## config.mk

```make
export PLATFORM = sky130hd
export DESIGN_NAME = boot_sequencer_flat
export DESIGN_NICKNAME = d
export VERILOG_FILES = /design/src/rtl/boot_sequencer_if.sv /design/src/rtl/boot_sequencer.sv /design/src/flat_wrapper.sv
export SDC_FILE = /design/constraint.sdc
export NUM_CORES = 1
export LEC_CHECK = 0
export CAP_MARGIN = 20
export CORE_AREA = 3 3 108 110
export CTS_BUF_LIST = sky130_fd_sc_hd__clkbuf_8
export DETAILED_ROUTE_END_ITERATION = 8
export DIE_AREA = 0 0 111 113
export PLACE_DENSITY = 0.82
export SETUP_SLACK_MARGIN = 0.4
export SYNTH_ARGS = -nofsm -noshare
export SYNTH_HDL_FRONTEND = slang
export SYNTH_SLANG_ARGS = --single-unit
```

## constraint.sdc

```tcl
create_clock -name clk -period 3.2 [get_ports clk]
set_input_delay 0.64 -clock clk [delete_from_list [all_inputs] [get_ports clk]]
set_output_delay 0.64 -clock clk [all_outputs]
set_load 0.02 [all_outputs]
```

## src/rtl/boot_sequencer_if.sv

```systemverilog
// Loader stream (valid/ready) plus the instruction and data BRAM write ports of the boot sequencer.
interface boot_sequencer_if #(
    parameter int ADDR_WIDTH = 10
);
    logic [31:0]           s_data;
    logic                  s_valid;
    logic                  s_ready;
    logic [ADDR_WIDTH-1:0] i_w_addr;
    logic [31:0]           i_w_dat;
    logic                  i_w_enb;
    logic [ADDR_WIDTH-1:0] d_w_addr;
    logic [31:0]           d_w_dat;
    logic                  d_w_enb;

    modport master (
        output s_data, s_valid,
        input  s_ready, i_w_addr, i_w_dat, i_w_enb, d_w_addr, d_w_dat, d_w_enb
    );

    modport slave (
        input  s_data, s_valid,
        output s_ready, i_w_addr, i_w_dat, i_w_enb, d_w_addr, d_w_dat, d_w_enb
    );
endinterface

```

## src/rtl/boot_sequencer.sv

```systemverilog
// Boot controller for rv32i_sc: loads header, data and instruction words from a stream into the BRAMs, then releases the core.
// Optional trailer checksum stage (CHECK state) is compiled in by defining BOOT_CHECKSUM_EN.
module boot_sequencer #(
    parameter int         ADDR_WIDTH = 10,
    parameter logic [7:0] MAGIC      = 8'hB0
) (
    input  logic            clk,
    input  logic            rst,
    input  logic            start,
    boot_sequencer_if.slave bus,
    output logic            d_bram_init_done,
    output logic            core_rst,
    output logic            pc_stall,
    output logic            i_r_enb,
    output logic            rd_enbl,
    output logic            busy,
    output logic            err
);

`ifdef BOOT_CHECKSUM_EN
    typedef enum logic [2:0] {IDLE, HEADER, LOAD_DATA, LOAD_INSTR, CHECK, RELEASE, RUN, ERROR} state_t;
`else
    typedef enum logic [2:0] {IDLE, HEADER, LOAD_DATA, LOAD_INSTR, RELEASE, RUN, ERROR} state_t;
`endif

    typedef struct packed {
        logic ready;
        logic busy;
        logic stall;
        logic init_done;
        logic core_rst;
        logic run_en;
        logic err;
    } flags_t;

    state_t                state, nxt;
    flags_t                flags_p0;
    logic                  beat;
    logic [7:0]            cnt, d_cnt, i_cnt;
    logic [ADDR_WIDTH-1:0] d_w_addr_p1, i_w_addr_p1;
    logic [31:0]           d_w_dat_p1, i_w_dat_p1;
    logic                  d_w_enb_p1, i_w_enb_p1;
`ifdef BOOT_CHECKSUM_EN
    logic [31:0]           sum;
`endif

    // Outputs are a function of the state being entered, so they change on the same edge as the state.
    function automatic flags_t decode(state_t s);
        flags_t f;
        f       = '0;
        f.stall = 1'b1;
        case (s)
            HEADER, LOAD_DATA, LOAD_INSTR: begin f.ready = 1'b1; f.busy = 1'b1; end
`ifdef BOOT_CHECKSUM_EN
            CHECK:   begin f.ready = 1'b1; f.busy = 1'b1; end
`endif
            RELEASE: begin f.busy = 1'b1; f.init_done = 1'b1; f.core_rst = 1'b1; end
            RUN:     begin f.stall = 1'b0; f.init_done = 1'b1; f.run_en = 1'b1; end
            ERROR:   f.err = 1'b1;
            default: ;
        endcase
        return f;
    endfunction

    function automatic logic [ADDR_WIDTH-1:0] word_addr(logic [7:0] k);
        logic [9:0] byte_addr;
        byte_addr = {k, 2'b00};
        return ADDR_WIDTH'(byte_addr);
    endfunction

    assign beat = bus.s_valid && bus.s_ready;

    always_comb begin
        nxt = state;
        case (state)
            IDLE:       if (start) nxt = HEADER;
            HEADER: begin
                if (beat) begin
                    if (bus.s_data[31:24] != MAGIC || bus.s_data[7:0] == 8'd0) nxt = ERROR;
                    else if (bus.s_data[15:8] == 8'd0)                         nxt = LOAD_INSTR;
                    else                                                       nxt = LOAD_DATA;
                end
            end
            LOAD_DATA:  if (beat && cnt == d_cnt - 8'd1) nxt = LOAD_INSTR;
`ifdef BOOT_CHECKSUM_EN
            LOAD_INSTR: if (beat && cnt == i_cnt - 8'd1) nxt = CHECK;
            CHECK:      if (beat) nxt = (bus.s_data == sum) ? RELEASE : ERROR;
`else
            LOAD_INSTR: if (beat && cnt == i_cnt - 8'd1) nxt = RELEASE;
`endif
            RELEASE:    nxt = RUN;
            RUN, ERROR: if (start) nxt = HEADER;
            default:    nxt = IDLE;
        endcase
    end

    always_ff @(posedge clk) begin
        if (rst) begin
            state       <= IDLE;
            flags_p0    <= decode(IDLE);
            cnt         <= '0;
            d_cnt       <= '0;
            i_cnt       <= '0;
            d_w_enb_p1  <= 1'b0;
            i_w_enb_p1  <= 1'b0;
            d_w_addr_p1 <= '0;
            i_w_addr_p1 <= '0;
            d_w_dat_p1  <= '0;
            i_w_dat_p1  <= '0;
`ifdef BOOT_CHECKSUM_EN
            sum         <= '0;
`endif
        end else begin
            state    <= nxt;
            flags_p0 <= decode(nxt);
            cnt      <= (nxt != state) ? 8'd0 : (beat ? cnt + 8'd1 : cnt);
            if (beat && state == HEADER) begin
                d_cnt <= bus.s_data[15:8];
                i_cnt <= bus.s_data[7:0];
            end
            // Write stage: accepted beat lands on the BRAM port one cycle later
            d_w_enb_p1 <= beat && state == LOAD_DATA;
            i_w_enb_p1 <= beat && state == LOAD_INSTR;
            if (beat && state == LOAD_DATA) begin
                d_w_addr_p1 <= word_addr(cnt);
                d_w_dat_p1  <= bus.s_data;
            end
            if (beat && state == LOAD_INSTR) begin
                i_w_addr_p1 <= word_addr(cnt);
                i_w_dat_p1  <= bus.s_data;
            end
`ifdef BOOT_CHECKSUM_EN
            if (nxt == HEADER && state != HEADER)
                sum <= '0;
            else if (beat && (state == LOAD_DATA || state == LOAD_INSTR))
                sum <= sum + bus.s_data;
`endif
        end
    end

    assign bus.s_ready      = flags_p0.ready;
    assign bus.d_w_enb      = d_w_enb_p1;
    assign bus.d_w_addr     = d_w_addr_p1;
    assign bus.d_w_dat      = d_w_dat_p1;
    assign bus.i_w_enb      = i_w_enb_p1;
    assign bus.i_w_addr     = i_w_addr_p1;
    assign bus.i_w_dat      = i_w_dat_p1;
    assign d_bram_init_done = flags_p0.init_done;
    assign core_rst         = flags_p0.core_rst;
    assign pc_stall         = flags_p0.stall;
    assign i_r_enb          = flags_p0.run_en;
    assign rd_enbl          = flags_p0.run_en;
    assign busy             = flags_p0.busy;
    assign err              = flags_p0.err;

endmodule

```

## src/flat_wrapper.sv

```systemverilog
// flat-port wrapper written by rule: the top's interface ports become plain ports
module boot_sequencer_flat 
#(
    parameter int         ADDR_WIDTH = 10,
    parameter logic [7:0] MAGIC      = 8'hB0
)
  (clk, rst, start, d_bram_init_done, core_rst, pc_stall, i_r_enb, rd_enbl, busy, err, bus_s_data, bus_s_valid, bus_s_ready, bus_i_w_addr, bus_i_w_dat, bus_i_w_enb, bus_d_w_addr, bus_d_w_dat, bus_d_w_enb);
  boot_sequencer_if #(.ADDR_WIDTH(ADDR_WIDTH)) bus_i ();
  input  logic clk;
  input  logic rst;
  input  logic start;
  output logic d_bram_init_done;
  output logic core_rst;
  output logic pc_stall;
  output logic i_r_enb;
  output logic rd_enbl;
  output logic busy;
  output logic err;
  input wire logic [$bits(bus_i.s_data)-1:0] bus_s_data;
  input wire logic [$bits(bus_i.s_valid)-1:0] bus_s_valid;
  output wire logic [$bits(bus_i.s_ready)-1:0] bus_s_ready;
  output wire logic [$bits(bus_i.i_w_addr)-1:0] bus_i_w_addr;
  output wire logic [$bits(bus_i.i_w_dat)-1:0] bus_i_w_dat;
  output wire logic [$bits(bus_i.i_w_enb)-1:0] bus_i_w_enb;
  output wire logic [$bits(bus_i.d_w_addr)-1:0] bus_d_w_addr;
  output wire logic [$bits(bus_i.d_w_dat)-1:0] bus_d_w_dat;
  output wire logic [$bits(bus_i.d_w_enb)-1:0] bus_d_w_enb;
  assign bus_i.s_data = bus_s_data;
  assign bus_i.s_valid = bus_s_valid;
  assign bus_s_ready = bus_i.s_ready;
  assign bus_i_w_addr = bus_i.i_w_addr;
  assign bus_i_w_dat = bus_i.i_w_dat;
  assign bus_i_w_enb = bus_i.i_w_enb;
  assign bus_d_w_addr = bus_i.d_w_addr;
  assign bus_d_w_dat = bus_i.d_w_dat;
  assign bus_d_w_enb = bus_i.d_w_enb;
  boot_sequencer #(.ADDR_WIDTH(ADDR_WIDTH), .MAGIC(MAGIC)) u_core (.clk(clk), .rst(rst), .start(start), .bus(bus_i), .d_bram_init_done(d_bram_init_done), .core_rst(core_rst), .pc_stall(pc_stall), .i_r_enb(i_r_enb), .rd_enbl(rd_enbl), .busy(busy), .err(err));
endmodule
```

==> results_dict.tcl <==
# metrics dict for downstream scripts
set metrics [dict create \
    xor_share_pct 4.950 \
    grt_pass1_wl_um 21360 \
    wl_um 13390 \
    yosys.cell_count.top_type "nand2_1" \
    ant_nets 0 \
    p_leak_nw 2.216 \
    path_buffers 1 \
    status "finished clean" \
    crit_end "u_core.pc_stall" \
    synthAdderAreaFrac_pct 0.9953 \
    edf_count 0 \
    pin_count 130 \
    inverters 8 \
    fin_setup_tns_ns 0 \
    largest_class "flip-flops and latches" \
    synth.top_cell.area_share_pct 48.61 \
    ys_area_um2 4777 \
    antenna_cells 0 \
    simple_gate_share_pct 23.78 \
    fillCellCount 943 \
    max-vdd-ir-drop_v 0.0002788 \
    cts_tree "yes" \
    comb_power_share_pct 7.9 \
    p_comb_mw 0.253 \
    flop_cell "dfxtp_1" \
    buffer_area_share_pct 20.58 \
    routabilityCongestion 0.9341 \
    overflow 0 \
    nets 741 \
    period_used_pct 83.22 \
    wl_met3_um 940 \
    crit_family "simple AND/OR/NAND/NOR gates" \
    grtUsageMet1_pct 25.91 \
    top_layer "met4" \
    cpMaxStageDelayCell "or4_4" \
]
cells in the final DEF (no fill, tap or decap), types with 2 or more instances in the layout:
master           instances
inv_1                    9
a31o_2                   2
ha_1                     2
xnor2_1                 19
clkdlybuf4s50_1        124
a21oi_1                 86
and3_1                   4
clkbuf_8                19
buf_4                   14
clkinv_2                 4
nand2b_1                 4
mux2i_1                 16
nor4b_1                  2
or4b_1                   2
xor2_1                   8
conb_1                   4
nor4_1                   7
nor2_1                  32
nand3b_1                 2
a211oi_1                 2
bufinv_16                4
a31oi_1                  2
o21ai_0                  6
nor2b_1                  2
nand3_1                  2
or3b_1                   2
nand2_1                172
dfxtp_1                116
nor3_1                   6
nand4_1                  2
nor3_2                   2
o31ai_1                  2
or3_1                    5
**I/O pins on the die edge**

Pins as bars across the die edge, other pins in grey.
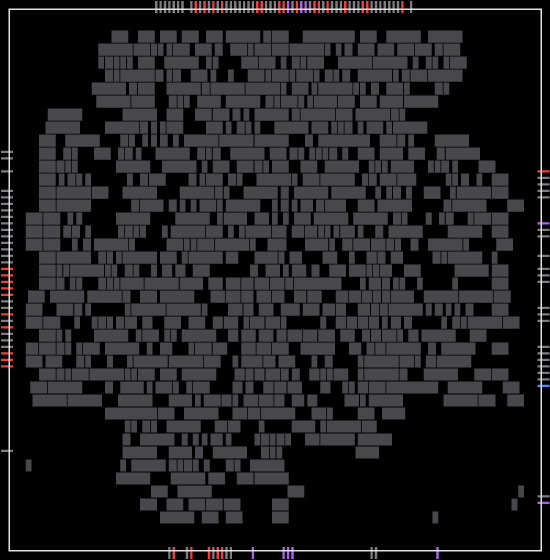
| port | colour | pins | direction | edge |
|---|---|---|---|---|
| `bus_d_w_addr` | purple | 10 | output | 5 south, 3 north, 2 east |
| `bus_d_w_dat` | red | 32 | output | 16 north, 10 west, 5 south, 1 east |
| `core_rst` | blue | 1 | output | east |

**Signal wires by layer**

Only two layers are drawn.
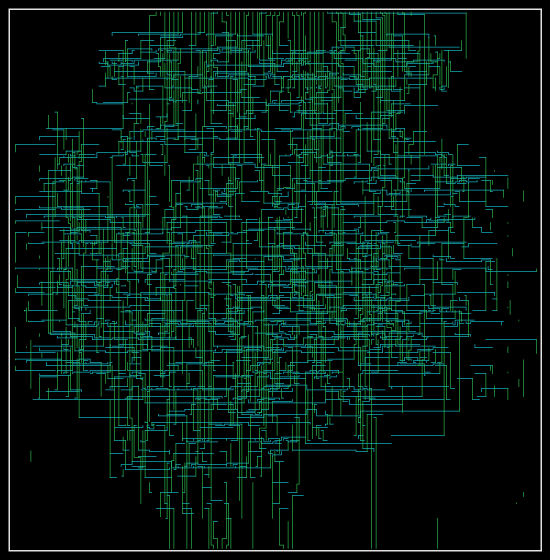
| layer | colour | wire length |
|---|---|---|
| metal 2 | green | 6460 µm |
| metal 1 | cyan | 5600 µm |

**Where the registers sit**

Scale bar: 20 µm. Other sequential cells in the stronger grey, the rest of the logic in the fainter grey.
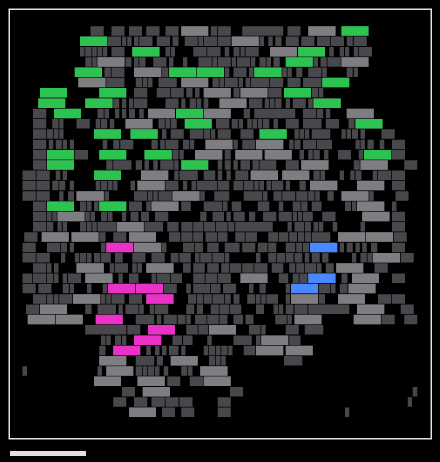
| name in the netlist | colour | placed flops |
|---|---|---|
| `u_core.bus.i_w_dat` | green | 32 |
| `u_core.state` | blue | 3 |
| `u_core.i_cnt` | magenta | 8 |
not coloured: 73

**Clock routing**

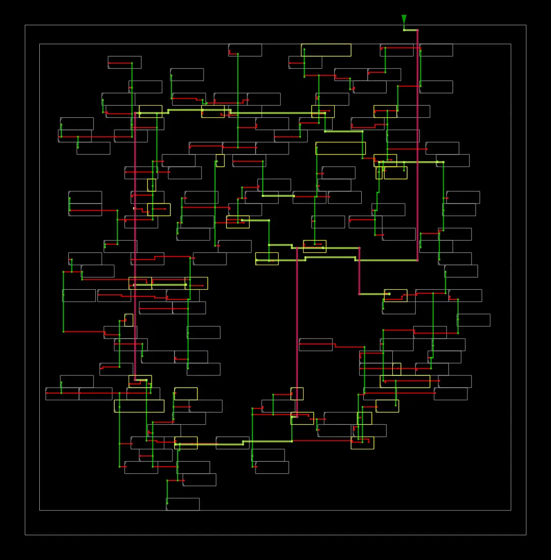
CTS Sinks: 116
Latency at later pin: 0.44 ns
FF+latch count: 116
clkbuf count: 19
clk_skew: 0.01425 ns

